## config.mk

```make
export PLATFORM = sky130hd
export DESIGN_NAME = proc_ctrl_flat
export DESIGN_NICKNAME = d
export VERILOG_FILES = /design/src/rtl/proc_pkg.sv /design/src/rtl/proc_ctrl_if.sv /design/src/rtl/proc_ctrl_dec3to8.sv /design/src/rtl/proc_ctrl.sv /design/src/flat_wrapper.sv
export SDC_FILE = /design/constraint.sdc
export NUM_CORES = 1
export LEC_CHECK = 0
export ABC_CLOCK_PERIOD_IN_PS = 2600
export CORE_MARGIN = 2
export CORE_UTILIZATION = 31
export DETAILED_ROUTE_END_ITERATION = 10
export GPL_ROUTABILITY_DRIVEN = 0
export PLACE_DENSITY = 0.64
export SYNTH_ARGS = -nofsm -noshare
export SYNTH_HDL_FRONTEND = slang
export SYNTH_SLANG_ARGS = --single-unit
```

## constraint.sdc

```tcl
create_clock -name Clock -period 2.6 [get_ports Clock]
set_input_delay 0.78 -clock Clock [delete_from_list [all_inputs] [get_ports Clock]]
set_output_delay 0.78 -clock Clock [all_outputs]
set_load 0.01 [all_outputs]
```

## src/rtl/proc_pkg.sv

```systemverilog
// proc_pkg: opcodes, FSM state encoding and ALU op codes shared by the control FSM and the ALU.
// Latency: n/a (definitions only).
// Backpressure: n/a.
// Optional feature macro: PROC_CTRL_AND_EN (adds opcode 100 "and" to the ALU-op decode).
package proc_pkg;

  localparam logic [2:0] OP_MV  = 3'b000;
  localparam logic [2:0] OP_MVI = 3'b001;
  localparam logic [2:0] OP_ADD = 3'b010;
  localparam logic [2:0] OP_SUB = 3'b011;
  localparam logic [2:0] OP_AND = 3'b100;

  localparam logic [1:0] ALU_ADD = 2'b00;
  localparam logic [1:0] ALU_SUB = 2'b01;
  localparam logic [1:0] ALU_AND = 2'b10;

  typedef enum logic [1:0] {
    S_IDLE = 2'd0,
    S_T1   = 2'd1,
    S_T2   = 2'd2,
    S_T3   = 2'd3
  } state_e;

  // True for opcodes that use the three-step A/G sequence.
  function automatic logic is_alu_op(input logic [2:0] op);
`ifdef PROC_CTRL_AND_EN
    return (op == OP_ADD) || (op == OP_SUB) || (op == OP_AND);
`else
    return (op == OP_ADD) || (op == OP_SUB);
`endif
  endfunction

  // ALU operation for the T2 step of an ALU instruction.
  function automatic logic [1:0] alu_op_of(input logic [2:0] op);
`ifdef PROC_CTRL_AND_EN
    if (op == OP_AND) return ALU_AND;
`endif
    if (op == OP_SUB) return ALU_SUB;
    return ALU_ADD;
  endfunction

endpackage

```

## src/rtl/proc_ctrl_if.sv

```systemverilog
// proc_ctrl_if: control bundle between proc_ctrl and the datapath (Run/IR in, enables out).
// Latency: wires only; enables are valid in the cycle they are driven.
// Backpressure: none; the datapath consumes every enable on the next rising edge.
// Ports: Run, IR (datapath -> ctrl); IRin, Rin, Rout, DINout, Ain, Gin, Gout, AluOp, Done, Busy,
//        InstrCount (ctrl -> datapath). master = controller side, slave = datapath side.
interface proc_ctrl_if #(
  parameter int CNT_W = 16
);
  logic             Run;
  logic [8:0]       IR;
  logic             IRin;
  logic [7:0]       Rin;
  logic [7:0]       Rout;
  logic             DINout;
  logic             Ain;
  logic             Gin;
  logic             Gout;
  logic [1:0]       AluOp;
  logic             Done;
  logic             Busy;
  logic [CNT_W-1:0] InstrCount;

  modport master (
    input  Run, IR,
    output IRin, Rin, Rout, DINout, Ain, Gin, Gout, AluOp, Done, Busy, InstrCount
  );

  modport slave (
    output Run, IR,
    input  IRin, Rin, Rout, DINout, Ain, Gin, Gout, AluOp, Done, Busy, InstrCount
  );
endinterface

```

## src/rtl/proc_ctrl_dec3to8.sv

```systemverilog
// dec3to8: 3-to-8 one-hot decoder with enable, used for the X and Y register selects.
// Latency: combinational.
// Backpressure: none.
// Ports: w (3-bit index), en (enable), y (one-hot, all zero when en=0).
module dec3to8 (
  input  logic [2:0] w,
  input  logic       en,
  output logic [7:0] y
);
  assign y = en ? (8'b1 << w) : 8'b0;
endmodule

```

## src/rtl/proc_ctrl.sv

```systemverilog
// proc_ctrl: multi-cycle control FSM (IDLE/T1/T2/T3) driving register enables, bus select and ALU op.
// Latency: fetch + 1 step for mv/mvi/NOP, fetch + 3 steps for ALU ops; outputs combinational from state+IR.
// Backpressure: none; Run is sampled only in IDLE, back-to-back issue when Run stays high.
// Ports: Clock, Resetn (async active-low), bus (proc_ctrl_if.master).
// Optional feature macro: PROC_CTRL_AND_EN enables opcode 100 as "and"; otherwise it is a NOP.
module proc_ctrl
  import proc_pkg::*;
#(
  parameter int CNT_W = 16
) (
  input  logic         Clock,
  input  logic         Resetn,
  proc_ctrl_if.master  bus
);

  state_e           state_q, state_d;
  logic [CNT_W-1:0] cnt_q, cnt_d;

  logic [2:0] op;
  logic       alu_instr;
  logic       rin_x, rout_x, rout_y;
  logic       irin, dinout, ain, gin, gout, done;
  logic [1:0] aluop;
  logic [7:0] x_sel, y_sel;

  assign op        = bus.IR[8:6];
  assign alu_instr = is_alu_op(op);

  always_comb begin
    state_d = state_q;
    irin    = 1'b0;
    rin_x   = 1'b0;
    rout_x  = 1'b0;
    rout_y  = 1'b0;
    dinout  = 1'b0;
    ain     = 1'b0;
    gin     = 1'b0;
    gout    = 1'b0;
    aluop   = ALU_ADD;
    done    = 1'b0;
    unique case (state_q)
      S_IDLE: begin
        // Gated by Resetn so IRin is already low while reset is asserted.
        irin = bus.Run & Resetn;
        if (bus.Run) state_d = S_T1;
      end
      S_T1: begin
        if (op == OP_MV) begin
          rout_y  = 1'b1;
          rin_x   = 1'b1;
          done    = 1'b1;
          state_d = S_IDLE;
        end else if (op == OP_MVI) begin
          dinout  = 1'b1;
          rin_x   = 1'b1;
          done    = 1'b1;
          state_d = S_IDLE;
        end else if (alu_instr) begin
          rout_x  = 1'b1;
          ain     = 1'b1;
          state_d = S_T2;
        end else begin
          // Illegal or disabled opcode: retire as a NOP with nothing on the bus.
          done    = 1'b1;
          state_d = S_IDLE;
        end
      end
      S_T2: begin
        rout_y  = 1'b1;
        gin     = 1'b1;
        aluop   = alu_op_of(op);
        state_d = S_T3;
      end
      S_T3: begin
        gout    = 1'b1;
        rin_x   = 1'b1;
        done    = 1'b1;
        state_d = S_IDLE;
      end
      default: state_d = S_IDLE;
    endcase
  end

  assign cnt_d = cnt_q + {{(CNT_W-1){1'b0}}, done};

  dec3to8 u_dec_x (.w(bus.IR[5:3]), .en(rin_x | rout_x), .y(x_sel));
  dec3to8 u_dec_y (.w(bus.IR[2:0]), .en(rout_y),         .y(y_sel));

  always_ff @(posedge Clock or negedge Resetn) begin
    if (!Resetn) begin
      state_q <= S_IDLE;
      cnt_q   <= '0;
    end else begin
      state_q <= state_d;
      cnt_q   <= cnt_d;
    end
  end

  assign bus.IRin       = irin;
  assign bus.Rin        = rin_x ? x_sel : 8'b0;
  // X and Y selects never drive in the same step, so OR-ing keeps Rout one-hot.
  assign bus.Rout       = (rout_x ? x_sel : 8'b0) | y_sel;
  assign bus.DINout     = dinout;
  assign bus.Ain        = ain;
  assign bus.Gin        = gin;
  assign bus.Gout       = gout;
  assign bus.AluOp      = aluop;
  assign bus.Done       = done;
  assign bus.Busy       = (state_q != S_IDLE);
  assign bus.InstrCount = cnt_q;

endmodule

```

## src/flat_wrapper.sv

```systemverilog
// flat-port wrapper written by rule: the top's interface ports become plain ports
module proc_ctrl_flat import proc_pkg::*;
#(
  parameter int CNT_W = 16
)
  (Clock, Resetn, bus_Run, bus_IR, bus_IRin, bus_Rin, bus_Rout, bus_DINout, bus_Ain, bus_Gin, bus_Gout, bus_AluOp, bus_Done, bus_Busy, bus_InstrCount);
  proc_ctrl_if #(.CNT_W(CNT_W)) bus_i ();
  input  logic Clock;
  input  logic Resetn;
  input wire logic [$bits(bus_i.Run)-1:0] bus_Run;
  input wire logic [$bits(bus_i.IR)-1:0] bus_IR;
  output wire logic [$bits(bus_i.IRin)-1:0] bus_IRin;
  output wire logic [$bits(bus_i.Rin)-1:0] bus_Rin;
  output wire logic [$bits(bus_i.Rout)-1:0] bus_Rout;
  output wire logic [$bits(bus_i.DINout)-1:0] bus_DINout;
  output wire logic [$bits(bus_i.Ain)-1:0] bus_Ain;
  output wire logic [$bits(bus_i.Gin)-1:0] bus_Gin;
  output wire logic [$bits(bus_i.Gout)-1:0] bus_Gout;
  output wire logic [$bits(bus_i.AluOp)-1:0] bus_AluOp;
  output wire logic [$bits(bus_i.Done)-1:0] bus_Done;
  output wire logic [$bits(bus_i.Busy)-1:0] bus_Busy;
  output wire logic [$bits(bus_i.InstrCount)-1:0] bus_InstrCount;
  assign bus_i.Run = bus_Run;
  assign bus_i.IR = bus_IR;
  assign bus_IRin = bus_i.IRin;
  assign bus_Rin = bus_i.Rin;
  assign bus_Rout = bus_i.Rout;
  assign bus_DINout = bus_i.DINout;
  assign bus_Ain = bus_i.Ain;
  assign bus_Gin = bus_i.Gin;
  assign bus_Gout = bus_i.Gout;
  assign bus_AluOp = bus_i.AluOp;
  assign bus_Done = bus_i.Done;
  assign bus_Busy = bus_i.Busy;
  assign bus_InstrCount = bus_i.InstrCount;
  proc_ctrl #(.CNT_W(CNT_W)) u_core (.Clock(Clock), .Resetn(Resetn), .bus(bus_i));
endmodule
```

==> flow_metrics.tcl <==
# yosys + openroad results
set metrics [dict create \
    status "complete, but fails checks" \
    violations "negative setup slack" \
    power_density_nw_per_um2 713 \
    cts-htree-levels 1 \
    peakVddDrop_uv 265 \
    synth.mux.area_fraction_pct 1.03 \
    drc 0 \
    dp_hpwl_um 2380 \
    chipArea_um2 4000 \
    r2r_slack_ns 0.49 \
    fp_nets 130 \
    setup_viol 1 \
    flop_cell "dfrtp_1" \
    timing.final.ws_setup_ns -0.0402 \
    timing.final.hold_violations 0 \
    end_kind "output port" \
    clockBufferDepth 2 \
    cts.clk_slew.worst_paths_ns 0.10 \
    grt_overflow 0 \
    num_antenna_cells 0 \
    synthTopLogicFamily "simple AND/OR/NAND/NOR gates" \
    max_freq_mhz 379 \
    drt-pass1-iter-count 4 \
    avgSynthCellArea_um2 9.72 \
    edf_count 0 \
    rows 21 \
    antenna_found_initial 0 \
    insertion_delay_ns 0.28 \
    drtAntennaViolNets 0 \
    lay_top_count "clkdlybuf4s50_1" \
    ff2ff_path_depth 9 \
    cts_buffers 3 \
    xor_share_pct 11.3 \
    io_buffers 51 \
    synth_adder_area_share_pct 6.90 \
    ys_cells 112 \
    ys_warn_count 0 \
    simple_gate_area_share_pct 27.9 \
    die_w_um 63.3 \
    cts-root-buf "clkbuf_4" \
    vias 1126 \
]
==> routing by layer <==
metal  share of wire, %  GRT usage, %
met2                 53          29.0
met1                 37          16.1
met4                1.3          4.62
met3                8.4          4.82
met5                  0             0
==> how the worst min path moves through the flow <==
stage,from,endpoint,slack (ns),cells past startpoint
finish,u_core.bus.InstrCount[15]$_DFF_PN0_,u_core.bus.InstrCount[15]$_DFF_PN0_,0.48,1
global route,u_core.bus.InstrCount[15]$_DFF_PN0_,u_core.bus.InstrCount[15]$_DFF_PN0_,0.51,1
CTS,u_core.bus.InstrCount[15]$_DFF_PN0_,u_core.bus.InstrCount[15]$_DFF_PN0_,0.48,1
detailed placement,u_core.bus.InstrCount[15]$_DFF_PN0_,u_core.bus.InstrCount[15]$_DFF_PN0_,0.47,1
global placement,u_core.bus.InstrCount[15]$_DFF_PN0_,u_core.bus.InstrCount[15]$_DFF_PN0_,0.46,1
floorplan,Resetn,asynchronous set/reset pin,0.48,0
==> where the power goes <==
group	total [mW]	switching (mW)	internal (mW)
Clock	0.166	0.0810	0.0851
Sequential	0.433	0.0885	0.344
Combinational	0.791	0.348	0.442
==> flip-flops by register name (all words and copies together) (netlist names), named ones only <==
signal,count
u_core.bus.InstrCount,16
u_core.state_q,1
==> cells by family after synthesis <==
logic type / count (synthesis)
AND-OR/OR-AND: 14
XOR/XNOR: 14
adder cells (fa/ha/maj): 6
buffers and inverters: 6
flip-flops: 18
multiplexers: 1
other: 1
AND/OR/NAND/NOR: 52
==> stage by stage <==
| stage | TNS (ns) | instance area, um2 | setup slack (ns) | std cells | hold WS [ns] |
|---|---|---|---|---|---|
| after global placement | -14.52 | 1780 | -0.755 | 225 | 0.457 |
| final | -0.0402 | 1950 | -0.0402 | 233 | 0.478 |
| after CTS | -0.0930 | 1910 | -0.0930 | 232 | 0.484 |
| after floorplan | 0 | 1090 | 0.179 | 112 | 0.484 |
| after global routing | -0.132 | 1950 | -0.0934 | 233 | 0.512 |
| after detailed placement | -14.98 | 1780 | -0.821 | 225 | 0.469 |
==> cells in the mapped netlist, types with 2 or more instances <==
cell      count  area (um2)
nor4_1        5        31.3
o32ai_1       4        35.0
nor3_1        2        10.0
ha_1          6        75.1
o21ai_0       3        15.0
inv_1         5        18.8
xor2_1       11        96.3
nor2_1       16        60.1
nand3_1       5        25.0
nand4_4       2        42.5
nand2b_1      4        25.0
o22ai_1       4        25.0
dfrtp_1      18         450
nand2_1       7        26.3
nand3b_1      2        15.0
xnor2_1       3        26.3
==> what timing repair did <==
action / CTS / global route
pin swaps: 9 / 3
hold endpoints to repair: 0 / 0
setup endpoints to repair: 21 / 15
resized: 115 / 11
hold buffers: 0 / 0
setup buffers: 3 / 1
==> worst max-delay path: stages <==
cell	delay, ns
dlygate4sd2_1	0.27
or3b_4	0.43
o32ai_2	0.21
buf_2	0.17
==> layout make-up <==
| cell class | count | share of cell area (%) |
|---|---|---|
| Sequential cell | 18 | 23.1 |
| Inverter | 5 | 0.963 |
| Tap cell | 46 | 2.95 |
| Multi-Input combinational cell | 88 | 39.5 |
| Timing Repair Buffer | 72 | 31.6 |
| Clock buffer | 4 | 1.86 |
### Signal wires on met1

The bar under the picture is 20 um long. Supply wires on this layer in gray. Cells faint in the background.
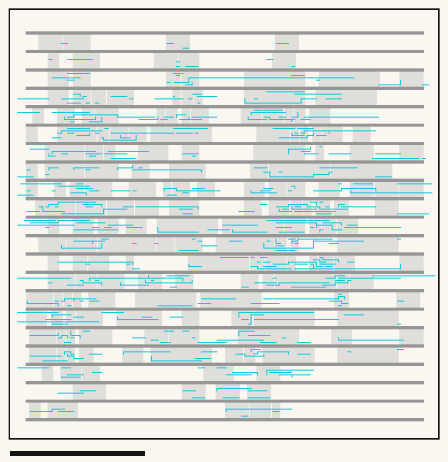
The layer carries 1130 um of wire. The layer holds 37% of the routed length. The wires run mostly horizontal.

### Placement by cell class

The bar under the picture is 20 um long.
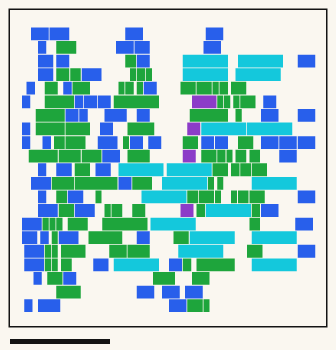
Key: green = combinational and other logic [cells 93, share of their area 42%]; blue = other buffers and delay cells [cells 72, share of their area 33%]; cyan = flops [cells 18, share of their area 24%]; purple = clock drivers and dummy loads [cells 4, share of their area 1.9%]

### Logic cells by family

The bar under the picture is 20 um long.
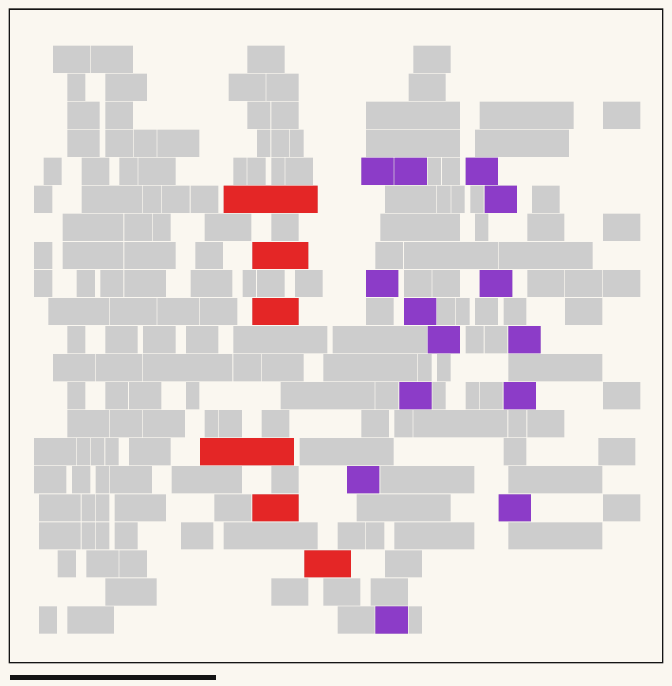
Key: red = adder and majority cells [cells 6]; purple = XOR/XNOR gates [cells 14]

Power and IR drop assume default switching activity.
